--- src/rtl/vs_mod_counter.sv ---
`default_nettype none
// +--------------------------------------------------------------------------+
// | vs_mod_counter : modulo up/down counter with load, clear, wrap/saturate   |
// | Rev 1.0                                                                   |
// +--------------------------------------------------------------------------+
module vs_mod_counter #(
  parameter int     N         = 16,
  parameter longint MAX_VALUE = (longint'(1) << N) - 1,
  parameter int     SATURATE  = 0
) (
  input  logic         clock,
  input  logic         reset,
  input  logic         enable,
  input  logic         down,
  input  logic         clear,
  input  logic         load,
  input  logic [N-1:0] load_value,
  output logic [N-1:0] out,
  output logic         at_max,
  output logic         at_min,
  output logic         wrap,
  output logic         tc
);

  if (N < 1 || N > 62 || MAX_VALUE < 1 || MAX_VALUE > ((longint'(1) << N) - 1)) begin : g_bad_max
    $error("vs_mod_counter: MAX_VALUE out of range for width N");
  end

  localparam logic [N-1:0] c_max  = MAX_VALUE[N-1:0];
  localparam logic [N-1:0] c_zero = '0;
  localparam logic [N-1:0] c_one  = {{(N-1){1'b0}}, 1'b1};
  localparam bit           c_sat  = (SATURATE != 0);

  logic [N-1:0] out_q, out_d;
  logic         wrap_q, wrap_d;

  assign at_max = (out_q == c_max);
  assign at_min = (out_q == c_zero);

  always_comb begin
    out_d  = out_q;
    wrap_d = 1'b0;
    if (clear) begin
      out_d = c_zero;
    end else if (load) begin
      out_d = (load_value > c_max) ? c_max : load_value;
    end else if (enable) begin
      // The limit is compared explicitly so a non power-of-two modulus wraps correctly.
      if (!down) begin
        if (!at_max) begin
          out_d = out_q + c_one;
        end else if (!c_sat) begin
          out_d  = c_zero;
          wrap_d = 1'b1;
        end
      end else begin
        if (!at_min) begin
          out_d = out_q - c_one;
        end else if (!c_sat) begin
          out_d  = c_max;
          wrap_d = 1'b1;
        end
      end
    end
  end

  always_ff @(posedge clock) begin
    if (reset) begin
      out_q  <= c_zero;
      wrap_q <= 1'b0;
    end else begin
      out_q  <= out_d;
      wrap_q <= wrap_d;
    end
  end

  assign out  = out_q;
  assign wrap = wrap_q;
  assign tc   = enable & ((~down & at_max) | (down & at_min));

endmodule
`default_nettype wire

--- config.mk ---
export PLATFORM = sky130hd
export DESIGN_NAME = vs_mod_counter
export DESIGN_NICKNAME = d
export VERILOG_FILES = /design/src/rtl/vs_mod_counter.sv
export SDC_FILE = /design/constraint.sdc
export NUM_CORES = 1
export LEC_CHECK = 0
export CORE_MARGIN = 4
export CORE_UTILIZATION = 43
export DETAILED_ROUTE_END_ITERATION = 8
export PLACE_DENSITY = 0.79
export SYNTH_ARGS = -nofsm -noshare
export SYNTH_HDL_FRONTEND = slang
export SYNTH_SLANG_ARGS = --single-unit
--- constraint.sdc ---
create_clock -name clock -period 5.1 [get_ports clock]
set_input_delay 1.02 -clock clock [delete_from_list [all_inputs] [get_ports clock]]
set_output_delay 1.02 -clock clock [all_outputs]
set_load 0.02 [all_outputs]
Figure 1. Selected gate families.
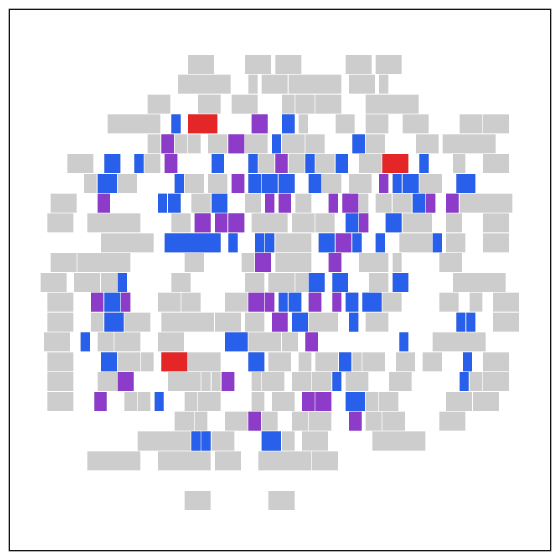
Key: multiplexers = red [cells 3]; NOR gates = blue [cells 62]; NAND gates = purple [cells 36]
most used logic cell in the final layout: clkdlybuf4s50_1
filler-free cell count of the finished design: 321
Comb/total area: 0.577

==> run summary <==
Figures from the implementation reports.

- The maximum root-to-sink buffer count reads 2.
- Grouping stages by cell kind, the critical path spends the most delay in simple AND/OR/NAND/NOR gates.
- Per the timing report, the most critical flop-to-flop path originates at out[1].
- In the routed design, unresolved DRC markers number 0.
- The share of total power dissipated in combinational logic is 0.384.
- The capture endpoint of the worst hold path reads out[8].
- The cell count after placement is 317.
- In this run, the synthesized area fraction spent on xor and xnor cells is recorded as 0.0559.
- The areal power density over the cells is 197 nW/um^2.
- The biggest cell delay along the critical path is 0.63 ns.
- After layout, the clock buffer instance count stands at 4.
- The compound-gate portion of the synthesized area is 0.236.
- The placed instances occupy a cell area of 2140 sq um.
- The count of multi-input gates is 196.
- The overall power reads 0.431 mW.
- The floorplan step records an initial core utilization of 0.457.
- The first-pass GRT wire length is 9.00 mm.
- The cell count after synthesis is 250.
- The largest individual stage delay along the critical path comes from the cell clkdlybuf4s50_1.
- The flip-flop and latch power reads 0.156 mW.
- The main logic family after synthesis reads simple AND/OR/NAND/NOR gates.
- The first-iteration detailed-routing DRC count is 351.
- The register area share after synthesis reads 0.181.
- Listed in order, past its start point the critical path passes ha_1 -> nand4_1 -> or3_1 -> or3_1 -> a21boi_0 -> nor2b_1 -> clkdlybuf4s50_1.
- Setup repair after global routing left no endpoint under its margin.
- Looking at the clock tree report, the H-tree level count equals 1.
- The met2 layer wire length in the routed design reads 2.43 mm.
- The register bit total from synthesis is 17.
- The number of flip-flops and latches reads 17.
- The buffer type at the clock tree root reads clkbuf_8.
- STA shows the worst reg2reg path with a cell count of 6.
- In this run the remaining antenna-violating nets after routing total 0.
- The clock-pin slew on the worst setup and hold paths is 0.08 ns.
- The portion of synthesized cell area occupied by the leading cell type is 0.181.
- The highest clock frequency the design can meet is 233 MHz.
- The share of final layout cell area taken by clock buffers and inverters is 0.0206.
- The max-slew headroom at the worst pin is 0.460.
- For reference, the placement row count at floorplan is 23.
- The number of cells on the worst hold path reads 2.
- In this run the number of cells on the critical path is 7.
- The pre-CTS setup slack is 1.17 ns.
- The non-clock buffer total of the final layout is 46.
- The launch point of the worst hold path is out[8].
- The count of fill cells added during filler insertion is 423.
- The number of antenna diodes reads 0.
- In this run the standard cell core region covers 4120 sq um.
- The sum of negative setup slack reads 0 ns.
- The main area contributors are dfxtp_1, nor2_1, nand3_1.
- In the layout the commonest cells are clkdlybuf4s50_1, nor2_1, nand3_1, dfxtp_1, a21oi_1.
- The total number of tap cells is 50.
- The area growth from synthesis to layout reads 16.4%.
- The finished cells cover 2190 sq um.
- The clock tree from TritonCTS is yes.
- The number of synthesized flops with an enable pin reads 0.
- The initial antenna violation count reads 0.
- The most area-hungry cell class in the final design reads logic gates.
- For this run, the leading register cell type out of synthesis is dfxtp_1.
- The launching element of the worst setup path is out[1].
- The static leakage reads 0.707 nW.
- The fraction of the core area covered by cells at the end of the flow is 0.531.
- The final weighted congestion in routability-driven placement reads 0.994.
- The met2 demand-to-capacity share in global routing reads 0.314.
- The detailed-route wire length per cell reads 17.2 um.
- The global routing stage identified its most utilized layer as met2.
- The run finished with clean final reports.
- The stage-log warning count reads 28.
- The share of total power dissipated in sequential elements is 0.362.
- The number of slew-limit violations in the final report is 0.
- The data required time at the worst endpoint is 4.08 ns.
- The clock sink total reads 17.
- The proportion of layout cells with a drive suffix above 1 reads 0.0738.
- At floorplan, the net count of the design was reported as 275.
- The chip width is 74.1 um.
- The number of post-CTS setup repair buffers is 0.
- The final timing summary puts the cycle share of the worst path at 0.842.
- The average size of a mapped cell is 7.52 sq um.
- The layout report lists the multi-input gate area as 1260 sq um.
- The script computed the net switching share of total power as 0.374.
- After layout, the minimum clock period comes to 4.29 ns.
- The flip-flop and latch area reads 340 sq um.
- The worst setup path is captured at an output port.
- The fraction of cell area in sequential cells is reported as 0.156.
- In this run the vertical extent of the chip is 74.1 um.
Figure 2. Clock routing.
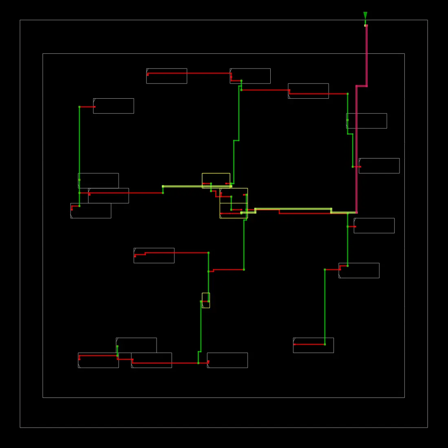
latest clock arrival within the worst-skew pair: 0.26 ns
maximum clock skew at final layout: 0.00495 ns
power drawn by the clock network: 0.109 mW

## cells in the mapped netlist, types with 2 or more instances
master / count
nor2b_1: 4
buf_6: 7
o311ai_0: 3
nor2_1: 28
clkbuf_1: 10
or4_1: 2
ha_1: 3
a22oi_1: 3
nor3b_1: 6
mux2i_1: 2
xnor2_1: 6
nand3_1: 17
o31ai_1: 3
nor4_1: 10
clkbuf_8: 5
o41ai_1: 2
dfxtp_1: 17
a221oi_1: 3
nand2_1: 8
nand4_1: 8
a21oi_1: 13
a31oi_1: 4
o21bai_1: 2
or2b_2: 2
or3_1: 4
o211ai_1: 5
inv_1: 8
o21ai_0: 7
or4_4: 2
a211oi_1: 7
or2_2: 3
nor3_1: 12
nand2b_1: 3
xor2_1: 6
buf_4: 2
Power is estimated from default activity; no workload was simulated.
